--- src/rtl/contador_updown_param.sv ---
// ============================================================================
// Module   : contador_updown_param
// Brief    : Parametrised up/down counter with step, load, wrap/saturate mode,
//            boundary flags and one-cycle overflow/underflow pulses.
// Revision : 1.0 - initial release
// ============================================================================
`default_nettype none

module contador_updown_param #(
    parameter int unsigned           WIDTH       = 8,
    parameter logic [WIDTH-1:0]      RESET_VALUE = 8'h6A,
    parameter logic [WIDTH-1:0]      MIN_VALUE   = '0,
    parameter logic [WIDTH-1:0]      MAX_VALUE   = {WIDTH{1'b1}},
    parameter int unsigned           STEP_W      = 4
) (
    input  logic              clk,
    input  logic              rst,
    input  logic              en,
    input  logic              acrescer,
    input  logic              decrecer,
    input  logic [STEP_W-1:0] step,
    input  logic              modo,
    input  logic              load,
    input  logic [WIDTH-1:0]  load_value,
    output logic [WIDTH-1:0]  saida,
    output logic              no_max,
    output logic              no_min,
    output logic              overflow,
    output logic              underflow
);

    localparam int unsigned AW = (STEP_W > WIDTH + 1) ? STEP_W : WIDTH + 1;

    localparam logic [WIDTH-1:0] c_one       = {{(WIDTH-1){1'b0}}, 1'b1};
    localparam logic [WIDTH:0]   c_range_ext = {1'b0, MAX_VALUE - MIN_VALUE};
    localparam logic             c_rst_max   = (RESET_VALUE == MAX_VALUE);
    localparam logic             c_rst_min   = (RESET_VALUE == MIN_VALUE);

    logic [WIDTH-1:0] saida_q,     saida_d;
    logic             no_max_q,    no_max_d;
    logic             no_min_q,    no_min_d;
    logic             overflow_q,  overflow_d;
    logic             underflow_q, underflow_d;

    logic [AW-1:0]    step_aw;
    logic [AW-1:0]    dist_up_aw;
    logic [AW-1:0]    dist_dn_aw;
    logic [WIDTH-1:0] dist_up;
    logic [WIDTH-1:0] dist_dn;
    logic [WIDTH-1:0] step_lo;
    logic [WIDTH:0]   lv_off;
    logic             count_ok;
    logic             up_cross;
    logic             dn_cross;

    // Step is widened so the crossing compare never truncates either operand.
    generate
        if (STEP_W < AW) begin : g_step_pad
            assign step_aw = {{(AW-STEP_W){1'b0}}, step};
        end else begin : g_step_full
            assign step_aw = step;
        end
    endgenerate

    assign dist_up    = MAX_VALUE - saida_q;
    assign dist_dn    = saida_q - MIN_VALUE;
    assign dist_up_aw = {{(AW-WIDTH){1'b0}}, dist_up};
    assign dist_dn_aw = {{(AW-WIDTH){1'b0}}, dist_dn};
    assign step_lo    = step_aw[WIDTH-1:0];

    // A crossing occurs when the step exceeds the headroom toward the bound.
    assign up_cross = (step_aw > dist_up_aw);
    assign dn_cross = (step_aw > dist_dn_aw);
    assign count_ok = en && (acrescer ^ decrecer) && (step != '0);

    // MSB is the borrow below MIN_VALUE; the full value exceeds the range above MAX_VALUE.
    assign lv_off = {1'b0, load_value} - {1'b0, MIN_VALUE};

    always_comb begin
        saida_d     = saida_q;
        overflow_d  = 1'b0;
        underflow_d = 1'b0;

        if (load) begin
            if (lv_off[WIDTH]) begin
                saida_d = MIN_VALUE;
            end else if (lv_off > c_range_ext) begin
                saida_d = MAX_VALUE;
            end else begin
                saida_d = load_value;
            end
        end else if (count_ok) begin
            if (acrescer) begin
                if (up_cross) begin
                    overflow_d = 1'b1;
                    // Excess past MAX is at most the range, so WIDTH-bit arithmetic is exact.
                    saida_d    = modo ? MAX_VALUE
                                      : MIN_VALUE + (step_lo - dist_up - c_one);
                end else begin
                    saida_d = saida_q + step_lo;
                end
            end else begin
                if (dn_cross) begin
                    underflow_d = 1'b1;
                    saida_d     = modo ? MIN_VALUE
                                       : MAX_VALUE - (step_lo - dist_dn - c_one);
                end else begin
                    saida_d = saida_q - step_lo;
                end
            end
        end

        no_max_d = (saida_d == MAX_VALUE);
        no_min_d = (saida_d == MIN_VALUE);
    end

    always_ff @(posedge clk or posedge rst) begin
        if (rst) begin
            saida_q     <= RESET_VALUE;
            no_max_q    <= c_rst_max;
            no_min_q    <= c_rst_min;
            overflow_q  <= 1'b0;
            underflow_q <= 1'b0;
        end else begin
            saida_q     <= saida_d;
            no_max_q    <= no_max_d;
            no_min_q    <= no_min_d;
            overflow_q  <= overflow_d;
            underflow_q <= underflow_d;
        end
    end

    assign saida     = saida_q;
    assign no_max    = no_max_q;
    assign no_min    = no_min_q;
    assign overflow  = overflow_q;
    assign underflow = underflow_q;

endmodule

`default_nettype wire

--- config.mk ---
export PLATFORM = sky130hd
export DESIGN_NAME = contador_updown_param
export DESIGN_NICKNAME = d
export VERILOG_FILES = /design/src/rtl/contador_updown_param.sv
export SDC_FILE = /design/constraint.sdc
export NUM_CORES = 1
export LEC_CHECK = 0
export ABC_AREA = 0
export CAP_MARGIN = 10
export CORE_MARGIN = 3
export CORE_UTILIZATION = 35
export DETAILED_ROUTE_END_ITERATION = 8
export GPL_TIMING_DRIVEN = 0
export SETUP_SLACK_MARGIN = 0.4
export SKIP_CTS_REPAIR_TIMING = 1
export SYNTH_ARGS = -nofsm -noshare
export SYNTH_HDL_FRONTEND = slang
export SYNTH_SLANG_ARGS = --single-unit
--- constraint.sdc ---
create_clock -name clk -period 5.4 [get_ports clk]
set_clock_uncertainty 0.1 [all_clocks]
set_input_delay 0.81 -clock clk [delete_from_list [all_inputs] [get_ports clk]]
set_output_delay 0.81 -clock clk [all_outputs]
set_load 0.1 [all_outputs]
==> impl_metrics.tcl <==
# flow metrics
set metrics [dict create \
    critPathRequiredTime_ns 5.47 \
    area_leaders "dfrtp_1 14%, ha_1 8.9%, dfstp_2 7.5%" \
    ys_types 60 \
    first_pass_iters 4 \
    antenna_found_initial 0 \
    dr.first_iter.drc_count 38 \
    fp-row-count 22 \
    ys.flops 12 \
    fp-utilization_pct 37.36 \
    status "finished clean" \
    clock_sinks 12 \
    seq_cell_power_mw 0.112 \
    comb_share_pct 53.59 \
    worstPathArrival_ns 3.74 \
    power_clock_mw 0.0951 \
    comb.multi_input.count 130 \
    fmax_mhz 272.4 \
    warnings 32 \
    critPathBufInv 2 \
    fp.dieH_um 69.45 \
    r2r_cells 9 \
]
## synthesized netlist by cell type (all sizes together) (3+ instances only)
library cell  instances
and3                  4
nor2b                 4
nor2                 12
dfrtp                 8
o21ai                 9
nand3                 7
buf                   5
xor2                  5
a211oi                3
clkbuf                3
a221oi                3
o21a                  3
o31ai                 3
nor3                  4
nor4                  5
nand2                 9
a31oi                 3
inv                  16
dfstp                 4
ha                   10
a21oi                 8
o211ai                3
## layer usage
layer / global-route usage [%] / part of all wire (%) / up-vias
li1: - / - / 675
met2: 27.22 / 47 / 46
met1: 22.20 / 46 / 636
met5: 0 / 0 / -
met4: 3.037 / 1.4 / 0
met3: 2.464 / 5.6 / 6
## flip-flops by register name (all words and copies together), names as in the netlist
register   count
underflow      1
no_min         1
no_max         1
overflow       1
saida          8
**Wires at chosen ports, followed through buffers**

Bar = 20 µm.
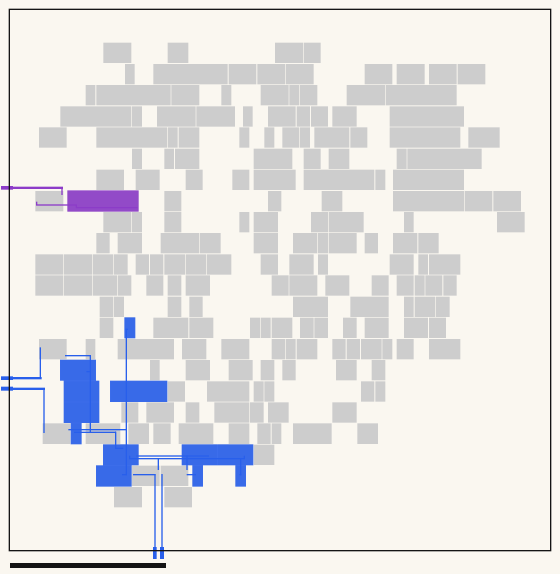
Key: purple = overflow [bits 1, direction output, end cells 1, wire 20.6 µm]; blue = step [bits 4, direction input, end cells 12, wire 118 µm]

**Clock nets**

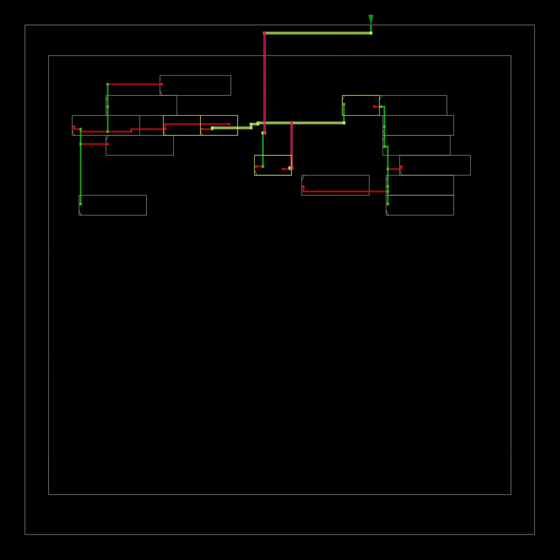
final-layout clock buffer total: 4
Skew-Pair Late Insertion Delay: 0.24 ns
flip-flop and latch count: 12
Num CTS Buffers: 3

